$ cat src/rtl/switch_allocator_if.sv
// Switch allocator types and request/grant interface.
// Optional feature macro: SA_DROP_CNT_EN adds the drop_cnt counter output.
package switch_allocator_pkg;
  localparam int unsigned N_PORTS = 7;
  localparam int unsigned SEL_W   = 3;

  // Output port identifiers; DROP discards the flit without using the crossbar
  typedef enum logic [SEL_W-1:0] {
    LOCAL, EAST, WEST, NORTH, SOUTH, UP, DOWN, DROP
  } port_t;
endpackage

interface switch_allocator_if;
  import switch_allocator_pkg::*;

  logic [N_PORTS-1:0]            req_valid;
  port_t [N_PORTS-1:0]           req_port;
  logic [N_PORTS-1:0]            req_tail;
  logic [N_PORTS-1:0]            out_ready;
  logic [N_PORTS-1:0]            grant;
  logic [N_PORTS-1:0]            xbar_valid;
  logic [N_PORTS-1:0][SEL_W-1:0] xbar_sel;
  logic                          proto_err;
`ifdef SA_DROP_CNT_EN
  logic [15:0]                   drop_cnt;

  modport master (
    output req_valid, req_port, req_tail, out_ready,
    input  grant, xbar_valid, xbar_sel, proto_err, drop_cnt
  );
  modport slave (
    input  req_valid, req_port, req_tail, out_ready,
    output grant, xbar_valid, xbar_sel, proto_err, drop_cnt
  );
`else
  modport master (
    output req_valid, req_port, req_tail, out_ready,
    input  grant, xbar_valid, xbar_sel, proto_err
  );
  modport slave (
    input  req_valid, req_port, req_tail, out_ready,
    output grant, xbar_valid, xbar_sel, proto_err
  );
`endif
endinterface

$ cat src/rtl/switch_allocator.sv
// Per-router output allocator: round-robin per output, wormhole lock head..tail,
// zero-latency grants. Optional macro SA_DROP_CNT_EN adds a saturating drop counter.
module switch_allocator
  import switch_allocator_pkg::*;
(
  input logic               clk,
  input logic               rst,
  switch_allocator_if.slave sa
);

  typedef enum logic {ST_IDLE, ST_LOCKED} out_st_t;

  out_st_t                       st_q    [N_PORTS];
  out_st_t                       st_d    [N_PORTS];
  logic [SEL_W-1:0]              owner_q [N_PORTS];
  logic [SEL_W-1:0]              owner_d [N_PORTS];
  logic [SEL_W-1:0]              rr_q    [N_PORTS];
  logic [SEL_W-1:0]              rr_d    [N_PORTS];
  logic                          proto_err_q;
  logic                          err_set;
  logic [N_PORTS-1:0]            grant_c;
  logic [N_PORTS-1:0]            xv_c;
  logic [N_PORTS-1:0][SEL_W-1:0] sel_c;
  logic [N_PORTS-1:0]            blocked;
  logic                          found;
  logic [SEL_W-1:0]              idx;

  // Per-output lock/pointer state; reset abandons any packet in flight
  always_ff @(posedge clk or posedge rst) begin
    if (rst) begin
      for (int o = 0; o < N_PORTS; o++) begin
        st_q[o]    <= ST_IDLE;
        owner_q[o] <= '0;
        rr_q[o]    <= SEL_W'(N_PORTS - 1);
      end
      proto_err_q <= 1'b0;
    end else begin
      st_q        <= st_d;
      owner_q     <= owner_d;
      rr_q        <= rr_d;
      proto_err_q <= proto_err_q | err_set;
    end
  end

  // Arbitration, lock transitions and crossbar selects
  always_comb begin
    st_d    = st_q;
    owner_d = owner_q;
    rr_d    = rr_q;
    grant_c = '0;
    xv_c    = '0;
    sel_c   = '0;
    blocked = '0;
    err_set = 1'b0;
    found   = 1'b0;
    idx     = '0;

    // DROP flits bypass arbitration and credit
    for (int i = 0; i < N_PORTS; i++) begin
      if (sa.req_valid[i] && sa.req_port[i] == DROP) grant_c[i] = 1'b1;
    end

    // A lock owner that redirects mid-packet is a protocol error and gets nothing
    for (int o = 0; o < N_PORTS; o++) begin
      if (st_q[o] == ST_LOCKED && sa.req_valid[owner_q[o]] &&
          sa.req_port[owner_q[o]] != DROP && sa.req_port[owner_q[o]] != SEL_W'(o)) begin
        blocked[owner_q[o]] = 1'b1;
        err_set             = 1'b1;
      end
    end

    for (int o = 0; o < N_PORTS; o++) begin
      if (st_q[o] == ST_LOCKED) begin
        if (sa.req_valid[owner_q[o]] && sa.req_port[owner_q[o]] == SEL_W'(o) &&
            sa.out_ready[o]) begin
          grant_c[owner_q[o]] = 1'b1;
          xv_c[o]             = 1'b1;
          sel_c[o]            = owner_q[o];
          if (sa.req_tail[owner_q[o]]) st_d[o] = ST_IDLE;
        end
      end else if (sa.out_ready[o]) begin
        found = 1'b0;
        for (int j = 1; j <= N_PORTS; j++) begin
          idx = SEL_W'((32'(rr_q[o]) + 32'(j)) % N_PORTS);
          if (!found && sa.req_valid[idx] && sa.req_port[idx] == SEL_W'(o) && !blocked[idx]) begin
            found        = 1'b1;
            grant_c[idx] = 1'b1;
            xv_c[o]      = 1'b1;
            sel_c[o]     = idx;
            rr_d[o]      = idx;
            if (!sa.req_tail[idx]) begin
              st_d[o]    = ST_LOCKED;
              owner_d[o] = idx;
            end
          end
        end
      end
    end
  end

  assign sa.grant      = rst ? '0 : grant_c;
  assign sa.xbar_valid = rst ? '0 : xv_c;
  assign sa.xbar_sel   = rst ? '0 : sel_c;
  assign sa.proto_err  = proto_err_q;

`ifdef SA_DROP_CNT_EN
  logic [3:0]  drop_n;
  logic [16:0] drop_sum;
  logic [15:0] drop_cnt_q;

  // Number of DROP flits granted this cycle
  always_comb begin
    drop_n = '0;
    for (int i = 0; i < N_PORTS; i++) begin
      if (sa.req_valid[i] && sa.req_port[i] == DROP) drop_n = drop_n + 4'd1;
    end
    drop_sum = 17'(drop_cnt_q) + 17'(drop_n);
  end

  // Saturating drop counter
  always_ff @(posedge clk or posedge rst) begin
    if (rst) drop_cnt_q <= '0;
    else     drop_cnt_q <= drop_sum[16] ? 16'hFFFF : drop_sum[15:0];
  end

  assign sa.drop_cnt = drop_cnt_q;
`endif

endmodule

$ cat src/flat_wrapper.sv
// flat-port wrapper written by rule: the top's interface ports become plain ports
module switch_allocator_flat import switch_allocator_pkg::*;
  (clk, rst, sa_req_valid, sa_req_port, sa_req_tail, sa_out_ready, sa_grant, sa_xbar_valid, sa_xbar_sel, sa_proto_err);
  switch_allocator_if sa_i ();
  input logic clk;
  input logic rst;
  input wire logic [$bits(sa_i.req_valid)-1:0] sa_req_valid;
  input wire logic [$bits(sa_i.req_port)-1:0] sa_req_port;
  input wire logic [$bits(sa_i.req_tail)-1:0] sa_req_tail;
  input wire logic [$bits(sa_i.out_ready)-1:0] sa_out_ready;
  output wire logic [$bits(sa_i.grant)-1:0] sa_grant;
  output wire logic [$bits(sa_i.xbar_valid)-1:0] sa_xbar_valid;
  output wire logic [$bits(sa_i.xbar_sel)-1:0] sa_xbar_sel;
  output wire logic [$bits(sa_i.proto_err)-1:0] sa_proto_err;
  assign sa_i.req_valid = sa_req_valid;
  assign sa_i.req_port = sa_req_port;
  assign sa_i.req_tail = sa_req_tail;
  assign sa_i.out_ready = sa_out_ready;
  assign sa_grant = sa_i.grant;
  assign sa_xbar_valid = sa_i.xbar_valid;
  assign sa_xbar_sel = sa_i.xbar_sel;
  assign sa_proto_err = sa_i.proto_err;
  switch_allocator u_core (.clk(clk), .rst(rst), .sa(sa_i));
endmodule
$ cat config.mk
export PLATFORM = sky130hd
export DESIGN_NAME = switch_allocator_flat
export DESIGN_NICKNAME = d
export VERILOG_FILES = /design/src/rtl/switch_allocator_if.sv /design/src/rtl/switch_allocator.sv /design/src/flat_wrapper.sv
export SDC_FILE = /design/constraint.sdc
export NUM_CORES = 2
export LEC_CHECK = 0
export CAP_MARGIN = 40
export CELL_PAD_IN_SITES_DETAIL_PLACEMENT = 1
export CELL_PAD_IN_SITES_GLOBAL_PLACEMENT = 1
export CORE_ASPECT_RATIO = 1.25
export CORE_MARGIN = 8
export CORE_UTILIZATION = 30
export CTS_CLUSTER_SIZE = 8
export DETAILED_ROUTE_END_ITERATION = 8
export PLACE_DENSITY_LB_ADDON = 0.1
export SETUP_SLACK_MARGIN = 0.1
export SYNTH_ARGS = -nofsm -noshare
export SYNTH_HDL_FRONTEND = slang
export SYNTH_SLANG_ARGS = --single-unit
$ cat constraint.sdc
create_clock -name clk -period 9.8 [get_ports clk]
set_clock_uncertainty 0.05 [all_clocks]
set_input_delay 0.98 -clock clk [delete_from_list [all_inputs] [get_ports clk]]
set_output_delay 0.98 -clock clk [all_outputs]
set_load 0.05 [all_outputs]
==> results.ini <==
[status]
status=finished clean

[final_layout]
num-fill-cells=13600
lay_top_count=nand2_1
lay_top_cells=nand2_1 (574), nor2_1 (481), buf_4 (374)
final_nets=5223
fin_cells=6439

[logic_synthesis]
synthCells=4934
netlist_logic_family_top=AND-OR/OR-AND gates
async_flop_share=1.00
yosysChipArea_um2=31800
mux_share=0.0828
synth_warnings=0
simple_gate_area_frac=0.321
synth.avg_cell_area_um2=6.44
floorplan.nets=5138

[final_timing]
rsz0062_at_grt=yes
timing.final.ws_setup_ns=0.369
max_freq_mhz=106

[floorplanning]
io_pins=80
die_x_um=307

[grt]
grt_pass1_vias=43500

[critical_path]
end_kind=output port
path_class=in2out
cp-start-kind=input pin
r2r_slack_ns=2.44

[clock_network]
clockBufferDepth=2
h-tree-depth=2

[detailed_routing]
drcViolationCount=0
ant_nets=0
wl_um=228000
first_iter_violations=5081

[placement]
place_ws_ns=0.775
dpl_cell_area_um2=36000

[hold_path]
hold_class=reg2reg

## state kept, by name, summed over array words and instances (netlist names)
register and flops:
u_core.owner_q 21, u_core.rr_q 21, u_core.sa.proto_err 1, u_core.st_q 7
## cell usage after synthesis, types with 47 or more instances
cell	count	area, um2
a22oi_1	48	360
a31oi_1	146	913
ha_1	160	2000
o211ai_1	97	728
nand3_1	207	1040
clkbuf_1	283	1060
nor4_1	70	438
nand2_1	574	2150
xnor2_1	152	1330
o221ai_1	55	482
a21oi_1	337	1690
nor3_1	196	981
nor2b_1	55	344
o22ai_1	67	419
a211oi_1	80	601
nor2_1	484	1820
buf_2	51	255
nand4_1	92	576
o21ai_0	275	1380
inv_1	144	541
a21o_1	47	353
nand2b_1	71	444
mux2i_1	134	1340
## routing by layer
layer / vias to the layer above / global-route usage / wire length (um)
met5: - / 0 / 13
met4: 2 / 0.255 / 19400
met3: 799 / 0.0735 / 19800
met2: 2581 / 0.576 / 98900
met1: 22200 / 0.450 / 89500
li1: 19100 / - / -
## critical path: stages
cell and delay, ns:
clkdlybuf4s50_1 0.83, buf_4 0.41, nand2_1 0.10, o22ai_1 0.10, nor3_1 0.63, o2111ai_1 0.41, o32ai_1 0.57, nor3_2 0.18
nand2_1 0.70, buf_4 0.27, nor3_1 0.08, nor4_4 0.40, nor4b_4 0.31, buf_4 0.20, nand4b_1 0.11, buf_4 0.23
o32a_1 0.31, a21oi_1 0.54, a2111oi_1 0.14, a41oi_1 0.51, buf_4 0.21, buf_12 0.13
## area by class of cell
cell class,instances,area (um2),area share
clock inverters,1,30.0,0.000830
multi-input cells,4332,28400,0.784
clock buffers,7,133,0.00367
repair buffers,468,4010,0.111
well taps,1417,1770,0.0490
flip-flops and latches,50,1270,0.0351
diodes,2,5.00,0.000138
inverters,162,609,0.0168
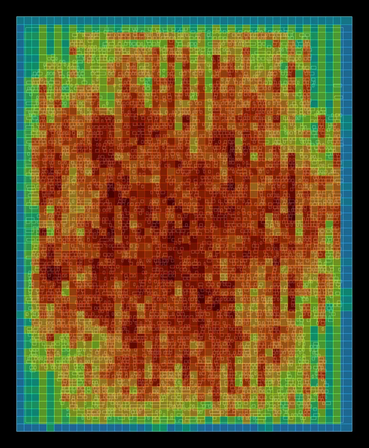
Fig. 1. Congestion heat map.
GRT busiest layer: met2
M3 GR Usage: 0.0735
drt wl/cell: 35.3 um
final core utilization: 0.344
met1 global-route usage: 0.450

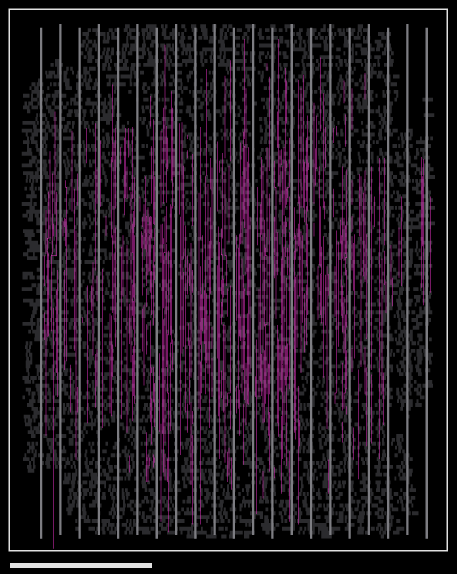
Fig. 2. The metal 4 layer.
The bar under the picture is 100 um long. Supply wires on this layer in gray. Cells faint in the background.
The wires run mostly vertical. The longest straight run is 212 um. 272 nets have wire on it. The layer carries 19400 um of wire.

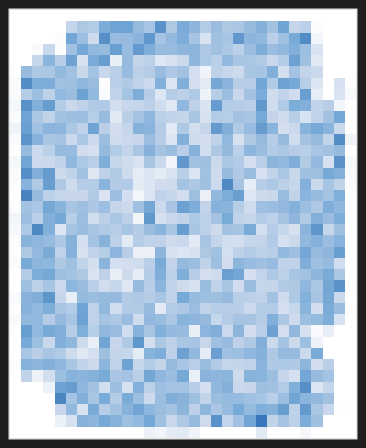
Fig. 3. Placement density heat map.
The die is cut into 31 by 38 equal tiles; white is low, dark blue is high, 0 to 100% covered.
The fullest tile reaches 71%. The mean over all tiles is 30%. 13% of the tiles are nearly empty.
core area: 105000 um2
Floorplan Utilization: 0.302

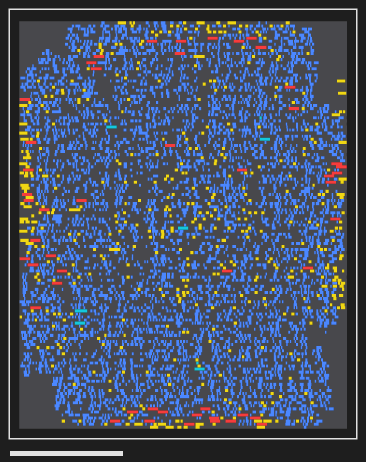
Fig. 4. Cells colored by class.
The bar under the picture is 100 um long. Fill, decap, tap and diode cells in gray.
Red shows flip-flops, cells 50, share of their area 3.7%. Yellow shows other buffers and delay cells, cells 468, share of their area 12%. Cyan shows clock drivers and dummy loads, cells 8, share of their area 0.47%. Blue shows all other logic, cells 4494, share of their area 84%.

